**Signal wires on met2**

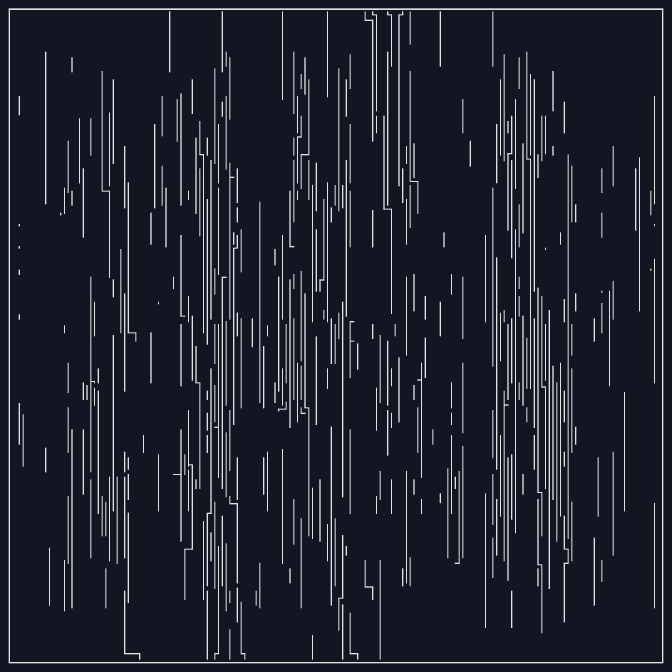
**Routing congestion**

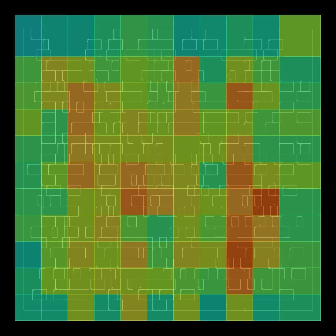
===== src/rtl/idli_fetch.sv =====
// Instruction fetch for idli: issues an SQI quad-read (0x03) at the current pc and
// streams returned nibbles to decode, restarting on redirect.
module idli_fetch (
    input  logic        i_fch_gck,
    input  logic        i_fch_rst_n,
    output logic        o_fch_sqi_cs_n,
    output logic [3:0]  o_fch_sqi_sio,
    output logic        o_fch_sqi_oe,
    input  logic [3:0]  i_fch_sqi_sio,
    input  logic        i_fch_redirect,
    input  logic [15:0] i_fch_redirect_pc,
    output logic [3:0]  o_fch_enc,
    output logic        o_fch_enc_vld,
    output logic        o_fch_flush,
    output logic [15:0] o_fch_pc
);

    typedef enum logic [2:0] {
        ST_IDLE   = 3'd0,
        ST_CMD    = 3'd1,
        ST_ADDR   = 3'd2,
        ST_DUMMY  = 3'd3,
        ST_STREAM = 3'd4
    } state_t;

    state_t      state_q, state_d;
    logic [2:0]  cyc_q, cyc_d;
    logic [1:0]  nib_q, nib_d;
    logic [15:0] pc_q, pc_d;
    logic [23:0] byte_addr;
    logic [3:0]  addr_nib;

    // Memory is byte addressed; instructions are 16-bit words.
    assign byte_addr = {7'b0, pc_q, 1'b0};

    always_comb begin
        case (cyc_q)
            3'd0:    addr_nib = byte_addr[23:20];
            3'd1:    addr_nib = byte_addr[19:16];
            3'd2:    addr_nib = byte_addr[15:12];
            3'd3:    addr_nib = byte_addr[11:8];
            3'd4:    addr_nib = byte_addr[7:4];
            default: addr_nib = byte_addr[3:0];
        endcase
    end

    always_ff @(posedge i_fch_gck or negedge i_fch_rst_n) begin
        if (!i_fch_rst_n) begin
            state_q <= ST_IDLE;
            cyc_q   <= 3'd0;
            nib_q   <= 2'd0;
            pc_q    <= 16'h0000;
        end else begin
            state_q <= state_d;
            cyc_q   <= cyc_d;
            nib_q   <= nib_d;
            pc_q    <= pc_d;
        end
    end

    always_comb begin
        state_d        = state_q;
        cyc_d          = cyc_q;
        nib_d          = nib_q;
        pc_d           = pc_q;
        o_fch_sqi_cs_n = 1'b1;
        o_fch_sqi_oe   = 1'b0;
        o_fch_sqi_sio  = 4'h0;
        o_fch_enc      = 4'h0;
        o_fch_enc_vld  = 1'b0;
        // The redirect input is live during reset; keep flush quiet then.
        o_fch_flush    = i_fch_redirect & i_fch_rst_n;

        case (state_q)
            ST_IDLE: begin
                state_d = ST_CMD;
                cyc_d   = 3'd0;
            end
            ST_CMD: begin
                o_fch_sqi_cs_n = 1'b0;
                o_fch_sqi_oe   = 1'b1;
                o_fch_sqi_sio  = cyc_q[0] ? 4'h3 : 4'h0;
                if (cyc_q == 3'd1) begin
                    state_d = ST_ADDR;
                    cyc_d   = 3'd0;
                end else begin
                    cyc_d = cyc_q + 3'd1;
                end
            end
            ST_ADDR: begin
                o_fch_sqi_cs_n = 1'b0;
                o_fch_sqi_oe   = 1'b1;
                o_fch_sqi_sio  = addr_nib;
                if (cyc_q == 3'd5) begin
                    state_d = ST_DUMMY;
                    cyc_d   = 3'd0;
                end else begin
                    cyc_d = cyc_q + 3'd1;
                end
            end
            ST_DUMMY: begin
                o_fch_sqi_cs_n = 1'b0;
                if (cyc_q == 3'd1) begin
                    state_d = ST_STREAM;
                    cyc_d   = 3'd0;
                end else begin
                    cyc_d = cyc_q + 3'd1;
                end
            end
            ST_STREAM: begin
                o_fch_sqi_cs_n = 1'b0;
                o_fch_enc      = i_fch_sqi_sio;
                o_fch_enc_vld  = 1'b1;
                nib_d          = nib_q + 2'd1;
                if (nib_q == 2'd3) begin
                    pc_d = pc_q + 16'd1;
                end
            end
            default: begin
                state_d = ST_IDLE;
                cyc_d   = 3'd0;
                nib_d   = 2'd0;
            end
        endcase

        // Redirect overrides everything: drop the current nibble and restart.
        if (i_fch_redirect) begin
            state_d       = ST_IDLE;
            cyc_d         = 3'd0;
            nib_d         = 2'd0;
            pc_d          = i_fch_redirect_pc;
            o_fch_enc_vld = 1'b0;
        end
    end

    assign o_fch_pc = pc_q;

endmodule


===== config.mk =====
export PLATFORM = sky130hd
export DESIGN_NAME = idli_fetch
export DESIGN_NICKNAME = d
export VERILOG_FILES = /design/src/rtl/idli_fetch.sv
export SDC_FILE = /design/constraint.sdc
export NUM_CORES = 1
export LEC_CHECK = 0
export CAP_MARGIN = 20
export CELL_PAD_IN_SITES_DETAIL_PLACEMENT = 2
export CELL_PAD_IN_SITES_GLOBAL_PLACEMENT = 2
export CORE_MARGIN = 2
export CORE_UTILIZATION = 28
export CTS_CLUSTER_DIAMETER = 200
export CTS_CLUSTER_SIZE = 28
export DETAILED_ROUTE_END_ITERATION = 8
export PLACE_DENSITY_LB_ADDON = 0.1
export REMOVE_ABC_BUFFERS = 1
export SYNTH_ARGS = -nofsm -noshare
export SYNTH_HDL_FRONTEND = slang
export SYNTH_SLANG_ARGS = --single-unit

===== constraint.sdc =====
create_clock -name i_fch_gck -period 3.2 [get_ports i_fch_gck]
set_input_delay 0.48 -clock i_fch_gck [delete_from_list [all_inputs] [get_ports i_fch_gck]]
set_output_delay 0.48 -clock i_fch_gck [all_outputs]
set_load 0.03 [all_outputs]

==> reports/results.ini <==
[synthesis]
flop_cell = dfrtp_1
synth_top_area_share_pct = 37.3
edf_count = 0
ys_cells = 192
yosys.stat.seqShare_pct = 37.3

[cts]
clk_pin_slew_ns = 0.09
cts-root-buf = clkbuf_8
ctsHoldBuffers = 0
clock_latency_ns = 0.27
cts.sinks = 24
h-tree-depth = 1

[floorplanning]
fp-row-count = 27
core_util_floorplan_pct = 29.0
dieArea_um2 = 6370
ios = 51

[finish]
syn2layout_area_growth_pct = 37.2
layout.nets = 263
antennaDiodeCount = 0

[sta]
min_period_over_period_pct = 92.9
fin_worst_skew_ns = 0.00324
max-slew-margin-rel_pct = 57.7
period_needed_ns = 2.97
worst_pin_slew_ns = 0.632
hold_viol = 0

[pwr]
power_density_nw_per_um2 = 354
finalPower_mw = 0.782
ir_drop_v = 0.000157
switching_power_mw = 0.272
combPwrFrac_pct = 28.8
p_int_mw = 0.511

[place]
placement.io_buffers = 50
place_congestion = 0.807

[critical_path]
path_max_fanout = 14
reg2regPathDepth = 4
path_buffers = 2
r2r_setup_slack_ns = 1.25
cp_data_arrival_time_ns = 2.49
cp-start-kind = flop
rr_endpoint = o_fch_pc[10]$_DFFE_PN0P_
end_kind = output port

[worst_hold_path]
hold_start = nib_q[0]$_DFFE_PN0P_
hold_path_class = flop to flop
hold-path-endpoint = nib_q[0]$_DFFE_PN0P_

[grt]
grt_pass1_wl_um = 9140

[route]
num_vias = 1629
wl_um = 5590
drcViolationCount = 0
drtIter0Drc = 74

[status]
status = finished, final reports clean

## Picture notes: 'signal wires on met2'
longest straight run	46.9 um
nets with wire on the layer	239

## Picture notes: 'routing congestion'
GR Util All Layers: 18.5%
wire per inst: 18.2 um

## flip-flops by register name, summed over array words and instances (netlist names)
signal and count:
cyc_q 3, nib_q 2, o_fch_pc 16, state_q 3
## cell families (layout without fill, tap and decap cells)
logic type                 Yosys count  count (layout)  synth area share (%)
buffers and inverters               20              63                  5.13
and+or+nand+nor                     81              81                  27.7
AOI/OAI and AO/OA                   49              49                  19.1
muxes                                3               3                  1.94
xor gates and xnor gates            12              12                  6.53
DFF                                 24              24                  37.3
adders and majority gates            3               3                  2.33
## worst max-delay path by stage
stage	from	endpoint	slack, ns	depth (start not counted)
after CTS	cyc_q[0]$_DFFE_PN0P_	o_fch_sqi_sio[1]	0.14	5
after global placement	cyc_q[0]$_DFFE_PN0P_	o_fch_sqi_sio[1]	0.58	5
after detailed placement	cyc_q[0]$_DFFE_PN0P_	o_fch_sqi_sio[1]	0.46	5
final	cyc_q[2]$_DFFE_PN0P_	o_fch_sqi_sio[2]	0.23	6
after floorplan	cyc_q[2]$_DFFE_PN0P_	o_fch_sqi_sio[3]	0.97	5
after global routing	cyc_q[0]$_DFFE_PN0P_	o_fch_sqi_sio[3]	0.05	6
## placed cells by master (no fill, tap or decap), types with 2 or more instances in the layout
master,netlist,routed
nor2_1,17,17
a31oi_1,6,6
a21oi_1,8,8
a31o_2,2,2
and3_1,4,4
nand2b_1,2,2
a22oi_1,2,2
clkbuf_8,0,3
clkdlybuf4s50_1,0,50
inv_1,6,6
a22o_1,2,2
ha_1,3,3
dfrtp_1,24,24
nand3_1,7,7
xnor2_1,5,5
or3_1,3,3
nand2_1,17,17
mux2i_1,2,2
nor3_1,4,4
buf_4,1,3
a211oi_1,2,2
xor2_1,7,7
o21ai_0,19,18
nand4_1,6,6
nor2b_1,6,6
and2_1,5,5
## routing by layer
| metal | vias to the layer above | part of all wire, % | track usage, % |
|---|---|---|---|
| met5 | - | 0 | 0 |
| met4 | 0 | 1.5 | 4.92 |
| met3 | 6 | 3.2 | 2.38 |
| met2 | 37 | 50 | 32.9 |
| met1 | 806 | 45 | 23.4 |
| li1 | 780 | - | - |
## stage by stage
step / hold slack [ns] / setup WS (ns) / utilization (%)
floorplan: 0.184 / 0.969 / -
global placement: 0.565 / 0.582 / 39.1
detailed placement: 0.583 / 0.458 / 39.1
CTS: 0.596 / 0.137 / 39.8
global route: 0.605 / 0.0452 / 39.8
finish: 0.591 / 0.227 / 39.8
## tightest hold or removal path, stage by stage (launching register included)
cell and delay [ns]:
dfrtp_1 0.37, mux2_2 0.16, nor2_1 0.03
## power by group through the flow
stage | Sequential [mW] | Clock [mW] | Combinational (mW)
finish | 0.371 | 0.185 | 0.226
global route | 0.377 | 0.211 | 0.246
CTS | 0.372 | 0.195 | 0.230
detailed placement | 0.377 | 0 | 0.229
global placement | 0.376 | 0 | 0.220
floorplan | 0.400 | 0 | 0.0780
## layout make-up
type | count | area, um^2
fill | 640 | 3330
multi-input combinational | 148 | 926
sequential | 24 | 601
timing repair buffer | 53 | 523
tap | 72 | 90.1
clock buffer | 3 | 41.3
inverter | 7 | 26.3
Power and IR drop assume default switching activity.
